==> run_1/layer_met1.png <==
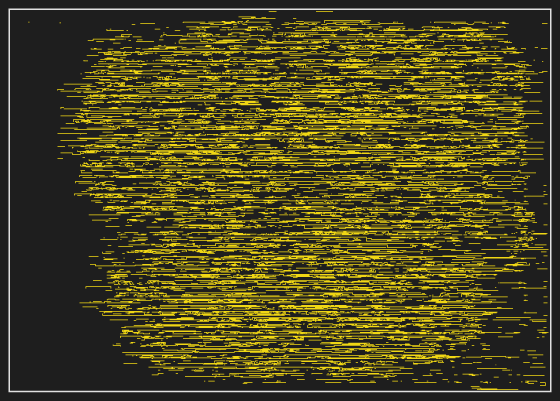
==> run_1/layer_met3.png <==
Bar = 50 um.
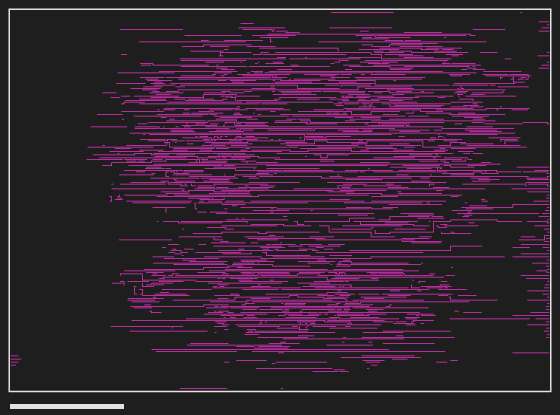
==> run_1/clocks.png <==
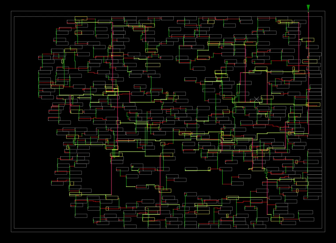
===== config.mk =====
export PLATFORM = sky130hd
export DESIGN_NAME = icache_refill_controller
export DESIGN_NICKNAME = d
export VERILOG_FILES = /design/src/rtl/icache_refill_controller.sv
export SDC_FILE = /design/constraint.sdc
export NUM_CORES = 1
export LEC_CHECK = 0
export CORE_ASPECT_RATIO = 0.7
export CORE_MARGIN = 2
export CORE_UTILIZATION = 58
export DETAILED_ROUTE_END_ITERATION = 6
export DONT_BUFFER_PORTS = 1
export GPL_TIMING_DRIVEN = 0
export PLACE_DENSITY = 0.83
export SLEW_MARGIN = 10
export SYNTH_ARGS = -nofsm -noshare
export SYNTH_HDL_FRONTEND = slang
export SYNTH_SLANG_ARGS = --single-unit

===== constraint.sdc =====
create_clock -name clk -period 3.5 [get_ports clk]
set_input_delay 0.7 -clock clk [delete_from_list [all_inputs] [get_ports clk]]
set_output_delay 0.7 -clock clk [all_outputs]
set_load 0.05 [all_outputs]

===== src/rtl/icache_refill_controller.sv =====
// Instruction-cache line refill sequencer: picks a victim way, issues one burst read and streams beats into the data RAM.
// Define ICACHE_PLRU_EN for tree pseudo-LRU replacement; otherwise a per-index round-robin pointer is used.
module icache_refill_controller #(
    parameter int number_of_sets         = 4,
    parameter int log_of_number_of_sets  = 2,
    parameter int number_of_lines        = 64,
    parameter int log_of_number_of_lines = 6,
    parameter int words_per_line         = 8,
    parameter int log_of_words_per_line  = 3,
    parameter int data_width             = 32,
    parameter int addr_width             = 30
) (
    input  logic                              clk,
    input  logic                              reset_n,
    input  logic                              miss_valid,
    output logic                              miss_ready,
    input  logic [addr_width-1:0]             miss_addr,
    input  logic                              hit_valid,
    input  logic [log_of_number_of_lines-1:0] hit_index,
    input  logic [log_of_number_of_sets-1:0]  hit_way,
    input  logic                              flush,
    input  logic [log_of_number_of_lines-1:0] valid_rd_index,
    output logic [number_of_sets-1:0]         valid_rd,
    output logic                              mem_read,
    output logic [addr_width-1:0]             mem_address,
    output logic [log_of_words_per_line:0]    mem_burstcount,
    input  logic                              mem_waitrequest,
    input  logic [data_width-1:0]             mem_readdata,
    input  logic                              mem_readdatavalid,
    output logic                              ram_we,
    output logic [log_of_number_of_lines-1:0] ram_index,
    output logic [log_of_number_of_sets-1:0]  ram_way,
    output logic [log_of_words_per_line-1:0]  ram_word,
    output logic [data_width-1:0]             ram_wdata,
    output logic                              refill_done
);

    localparam int WAY_W = log_of_number_of_sets;
    localparam int IDX_W = log_of_number_of_lines;
    localparam int OFF_W = log_of_words_per_line;

    typedef enum logic [1:0] {IDLE, REQ, RECV, DONE} state_t;

    state_t state, state_next;

    logic [number_of_sets-1:0] valid [number_of_lines];
    logic [IDX_W-1:0]          index_q;
    logic [addr_width-1:0]     line_addr;
    logic [WAY_W-1:0]          victim_q;
    logic [OFF_W-1:0]          beat;
    logic                      flush_pending;

    logic [IDX_W-1:0]          miss_index;
    logic [number_of_sets-1:0] miss_row;
    logic [WAY_W-1:0]          repl_way;
    logic [WAY_W-1:0]          victim_sel;
    logic                      last_beat;
    logic                      clear_all;
    logic                      unused_offset;

    function automatic logic [WAY_W-1:0] first_invalid(input logic [number_of_sets-1:0] row);
        logic [WAY_W-1:0] f;
        f = '0;
        for (int w = number_of_sets - 1; w >= 0; w--) begin
            if (!row[w]) f = WAY_W'(w);
        end
        return f;
    endfunction

    assign miss_index    = miss_addr[OFF_W +: IDX_W];
    assign miss_row      = valid[miss_index];
    assign victim_sel    = (~&miss_row) ? first_invalid(miss_row) : repl_way;
    assign last_beat     = mem_readdatavalid && (beat == OFF_W'(words_per_line - 1));
    // A flush seen while busy is deferred so the in-flight line is wiped along with the rest.
    assign clear_all     = (state == IDLE && flush) || (state == DONE && (flush_pending || flush));
    assign unused_offset = ^miss_addr[OFF_W-1:0];

    assign miss_ready     = (state == IDLE);
    assign mem_read       = (state == REQ);
    assign mem_address    = line_addr;
    assign mem_burstcount = (OFF_W + 1)'(words_per_line);
    assign ram_we         = (state == RECV) && mem_readdatavalid;
    assign ram_index      = index_q;
    assign ram_way        = victim_q;
    assign ram_word       = beat;
    assign ram_wdata      = mem_readdata;
    assign refill_done    = (state == DONE);
    assign valid_rd       = valid[valid_rd_index];

    always_ff @(posedge clk or negedge reset_n) begin
        if (!reset_n) state <= IDLE;
        else          state <= state_next;
    end

    always_comb begin
        state_next = state;
        case (state)
            IDLE:    if (miss_valid)       state_next = REQ;
            REQ:     if (!mem_waitrequest) state_next = RECV;
            RECV:    if (last_beat)        state_next = DONE;
            DONE:                          state_next = IDLE;
            default:                       state_next = IDLE;
        endcase
    end

    always_ff @(posedge clk or negedge reset_n) begin
        if (!reset_n) begin
            beat          <= '0;
            flush_pending <= 1'b0;
            for (int i = 0; i < number_of_lines; i++) valid[i] <= '0;
        end else begin
            if (state == IDLE)                          beat <= '0;
            else if (state == RECV && mem_readdatavalid) beat <= beat + OFF_W'(1);

            if (state == DONE)                   flush_pending <= 1'b0;
            else if (flush && state != IDLE)     flush_pending <= 1'b1;

            if (clear_all) begin
                for (int i = 0; i < number_of_lines; i++) valid[i] <= '0;
            end else if (state == DONE) begin
                valid[index_q][victim_q] <= 1'b1;
            end
        end
    end

    always_ff @(posedge clk) begin
        if (state == IDLE && miss_valid) begin
            index_q   <= miss_index;
            line_addr <= {miss_addr[addr_width-1:OFF_W], OFF_W'(0)};
            victim_q  <= victim_sel;
        end
    end

`ifdef ICACHE_PLRU_EN
    // Heap-ordered tree; a 0 node sends the victim walk to the lower half.
    logic [number_of_sets-2:0] plru [number_of_lines];

    function automatic logic [WAY_W-1:0] plru_walk(input logic [number_of_sets-2:0] t);
        logic [WAY_W-1:0] w;
        int node;
        w    = '0;
        node = 0;
        for (int l = WAY_W - 1; l >= 0; l--) begin
            w[l] = t[node];
            node = 2 * node + 1 + (t[node] ? 1 : 0);
        end
        return w;
    endfunction

    function automatic logic [number_of_sets-2:0] plru_touch(input logic [number_of_sets-2:0] t,
                                                             input logic [WAY_W-1:0] w);
        logic [number_of_sets-2:0] r;
        int node;
        r    = t;
        node = 0;
        for (int l = WAY_W - 1; l >= 0; l--) begin
            r[node] = ~w[l];
            node    = 2 * node + 1 + (w[l] ? 1 : 0);
        end
        return r;
    endfunction

    assign repl_way = plru_walk(plru[miss_index]);

    always_ff @(posedge clk or negedge reset_n) begin
        if (!reset_n) begin
            for (int i = 0; i < number_of_lines; i++) plru[i] <= '0;
        end else begin
            if (hit_valid && !(state == DONE && hit_index == index_q))
                plru[hit_index] <= plru_touch(plru[hit_index], hit_way);
            if (state == DONE)
                plru[index_q] <= plru_touch(plru[index_q], victim_q);
        end
    end
`else
    logic [WAY_W-1:0] rr_ptr [number_of_lines];
    logic             unused_hit;

    assign repl_way   = rr_ptr[miss_index];
    assign unused_hit = ^{hit_valid, hit_index, hit_way};

    always_ff @(posedge clk or negedge reset_n) begin
        if (!reset_n) begin
            for (int i = 0; i < number_of_lines; i++) rr_ptr[i] <= '0;
        end else if (state == DONE) begin
            rr_ptr[index_q] <= rr_ptr[index_q] + WAY_W'(1);
        end
    end
`endif

endmodule

==> impl_metrics.toml, run 1 <==
# yosys + openroad results
[placement]
hpwl_um = 52600
place.port_buffers = 0
dp_cells = 2417

[run_status]
violations = "design-rule violations, negative hold slack, negative setup slack"
status = "complete, but fails checks"

[detailed_routing]
routedWlPerCell_um = 30.7
topRoutingLayerUsed = "met5"
drc = 1
viasPerCell = 7.38
firstDrtPassIters = 7
drtIter0Drc = 3523
met1Wirelength_um = 26900

[setup_path]
path_max_fanout = 10
critPathBufInv = 4
crit_chain = "buf_2 > clkbuf_4 > buf_2 > clkbuf_1 > mux4_2 > a22oi_1 > nand2_1 > a21oi_1 > o21ai_0 > a21oi_1"
endpoint_kind = "register"
cp_slowest_stage_delay_ps = 700
cp_data_arrival_time_ps = 3960
cp_num_cells = 10
slowest_stage = "clkbuf_1"
cp_top_family = "buffers and inverters"

[synthesis]
ys_chip_area_sq_mm = 0.0221
ys_ff = 419
largest_area_cell = "dfrtp_1"
yosysMostFrequentCell = "dfrtp_1"
yosys_warnings = 0
ff_type = "dfrtp_1"
async_flop_share_pct = 93.1
synth-simple-area-share_pct = 11.1
synth_seq_share_pct = 48.1
ys_sh_xor_pct = 0.164
syn_area_sq_mm = 0.0221
top_area_share_pct = 44.1
common_cells = "dfrtp_1, nor2_1, a21oi_1"
avgSynthCellArea_sq_um = 11.5
adder_share_pct = 0.340
synthCells = 1923

[final_timing]
maxSlewHeadroom_pct = 17.8
slew_viol_final = 0
fin_hold_ws_ps = -156
hold_viol_final = 390
fin_tns_setup_ps = -531
rsz0062_at_grt = "yes"
tightest_slew_ps = 1230
finalSetupViolations = 27
period_used_pct = 105
setup_ws_ps = -165

[die]
num_tap_cells = 488
fp.dieW_um = 237
die_y_um = 167
rows = 59
core_util_floorplan_pct = 59.2

[layout]
comb_share_pct = 42.4
layout_top_cell_excl_fill_tap = "dfrtp_1"
flops = 419
layout.nets = 2072
logic_area_sq_mm = 0.0105
syn_to_final_growth_pct = 12.1
n_all_inverters = 7
lay_top_cells = "dfrtp_1, nor2_1, a21oi_1"
clockBufferCount = 61
drive_gt1_share_pct = 24.9
num-nonclk-buffers = 210
logic_gates = 1304
num_antenna_cells = 1
buf_share_pct = 6.48
regMostFlops = "valid"
largest_register_ffs = 256

[cts]
cts_tree = "built"
htreeDepth = 2
cts_sinks = 419
clk_pin_slew_ps = 60
cts-resized-gates = 63

[grt]
grt_pass1_vias = 17758
grt_remaining_overflow = 0
grt_start_max_net_pins = 391

[power_and_ir_drop]
clkPwrFrac_pct = 30.3
power-top-group = "sequential cells"
switchingPower_uw = 5780
ir_worst_vdd_uv = 317
p_sw_share_pct = 37.1
p_per_area_mw_per_mm2 = 629
leakagePower_uw = 0.0107

[min_path]
min_path_type = "in -> async"

[run]
max_cap_violations = 0
warnings = 48
-- layer_met1.png (at the start) --
longest straight run: 52.4 um
nets with wire on the layer: 1938
wire length on this layer: 26.9 mm
grt met1 use: 53.2%
Via Count: 18494
drt total wl: 76900 um

-- layer_met3.png (at the start) --
share of all routed wire: 20%
longest straight run: 152 um

-- clocks.png (at the start) --
clock insertion delay at the later pin of the skew report: 580 ps
CTS Buf Count: 41

run 1: final timing paths:
path                               startpoint               to  slack (ps)
worst max-delay path             miss_addr[4]       ram_way[0]        -160
worst min-delay path                  reset_n      rr_ptr[117]        -160
worst max register to register   ram_index[0]       rr_ptr[53]         -20
worst min register to register  flush_pending    flush_pending         510
max in group asynchronous             reset_n       valid[109]        3020
min in group clk                miss_addr[29]  mem_address[29]         220
run 1: cells by family (layout without fill, tap and decap cells):
family / after synthesis / in the layout
fa+ha+maj: 6 / 6
buf+inv: 205 / 293
compound gates: 422 / 422
other cells: 2 / 8
flops: 419 / 419
mux: 283 / 283
xor+xnor: 2 / 2
simple gates: 584 / 584
==> run 2, diff against run 1 <==
CTS_CLUSTER_DIAMETER = 100   (was not set)
==> run_2/metal_density.png <==
Bar = 50 um. The die is cut into 24 by 17 equal tiles; dark blue is low, red is high, scaled to the fullest tile. Values are wire area over tile area, all layers added.
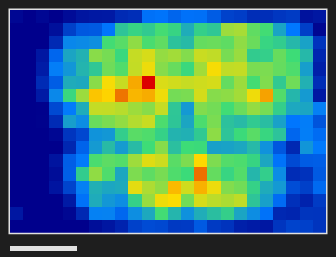
emptiest ninth of the die: south-west
nearly empty tiles: 14%
tiles over half the peak: 34%

==> run_2/clocks.png <==
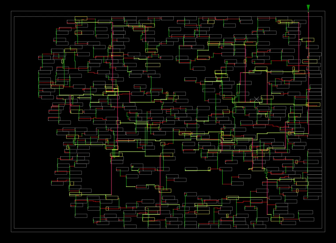
Num Clock Sinks: 419
flop count: 419
clock buffer count: 61

==> impl_metrics.toml, run 2 <==
# yosys + openroad results
[final_timing]
rsz0062_at_grt = "yes"
finalCriticalPeriod_ps = 3660
period_used_pct = 105
hold_viol_final = 390
slew_viol_final = 0
fin_hold_ws_ps = -156
finalSetupViolations = 27
tightest_slew_ps = 1230
maxSlewHeadroom_pct = 17.8
fin_skew_ps = 22.0
fin_tns_setup_ps = -531
setup_ws_ps = -165

[synthesis]
largest_area_cell = "dfrtp_1"
ys_chip_area_sq_mm = 0.0221
top_area_share_pct = 44.1
async_flop_share_pct = 93.1
enable_flop_cells = 29
common_cells = "dfrtp_1, nor2_1, a21oi_1"
yosys_warnings = 0
yosysMostFrequentCell = "dfrtp_1"
ff_type = "dfrtp_1"
synth-simple-area-share_pct = 11.1
avgSynthCellArea_sq_um = 11.5
ys_sh_xor_pct = 0.164
synth_seq_share_pct = 48.1
synthCells = 1923
ys_ff = 419
adder_share_pct = 0.340
syn_area_sq_mm = 0.0221

[cts]
cts-resized-gates = 63
clk_latency_ps = 580
cts_made_buffers = 41
htreeDepth = 2
clk_pin_slew_ps = 60
cts_tree = "built"

[layout]
fill_cells = 2641
logic_area_sq_mm = 0.0105
largest_register_ffs = 256
regMostFlops = "valid"
buf_share_pct = 6.48
layout_top_cell_excl_fill_tap = "dfrtp_1"
num-nonclk-buffers = 210
drive_gt1_share_pct = 24.9
utilization_pct = 66.4
lay_top_cells = "dfrtp_1, nor2_1, a21oi_1"
comb_share_pct = 42.4
layout.nets = 2072
seq_share_pct = 42.9
syn_to_final_growth_pct = 12.1
logic_gates = 1304
num_antenna_cells = 1
n_all_inverters = 7

[setup_path]
path_max_fanout = 10
endpoint_kind = "register"
cp_data_arrival_time_ps = 3960

[grt]
grt_remaining_overflow = 0
grt_pass1_vias = 17758
grt.busiest_layer = "met1"
use_met1_pct = 53.2
grt_start_max_net_pins = 391

[power_and_ir_drop]
ir_worst_vdd_uv = 317
clkPwrFrac_pct = 30.3
leakagePower_uw = 0.0107
power-top-group = "sequential cells"
switchingPower_uw = 5780
power.total_uw = 15600
p_sw_share_pct = 37.1
p_per_area_mw_per_mm2 = 629

[run_status]
violations = "design-rule violations, negative hold slack, negative setup slack"
status = "complete, but fails checks"

[placement]
dp_cells = 2417
place.port_buffers = 0
hpwl_um = 52600

[min_path]
min_path_type = "in -> async"

[detailed_routing]
drc = 1
finalWirelength_um = 76900
firstDrtPassIters = 7
viasPerCell = 7.38
met1Wirelength_um = 26900
topRoutingLayerUsed = "met5"
via_count = 18494
routedWlPerCell_um = 30.7
drtIter0Drc = 3523

[run]
warnings = 48
max_cap_violations = 0

[die]
core_util_floorplan_pct = 59.2
die_y_um = 167
rows = 59
fp.dieW_um = 237
num_tap_cells = 488
-- run 2: cell counts after synthesis --
No cell type changed its count.
-- run 2: worst paths after layout --
path	slack (ps)	cells after the start	from	end
hold / removal	-160	0	reset_n	rr_ptr[117]
min in group clk	220	0	miss_addr[29]	mem_address[29]
hold reg to reg	510	2	flush_pending	flush_pending
max in group asynchronous	3020	0	reset_n	valid[109]
setup / recovery	-160	10	miss_addr[4]	ram_way[0]
setup reg to reg	-20	12	ram_index[0]	rr_ptr[53]
-- run 2: critical path, cell delays in order --
cell and delay [ps]:
buf_2 150, clkbuf_4 390, buf_2 450, clkbuf_1 700
mux4_2 480, a22oi_1 170, nand2_1 90, a21oi_1 160
o21ai_0 130, a21oi_1 540
Power and IR drop assume default switching activity.
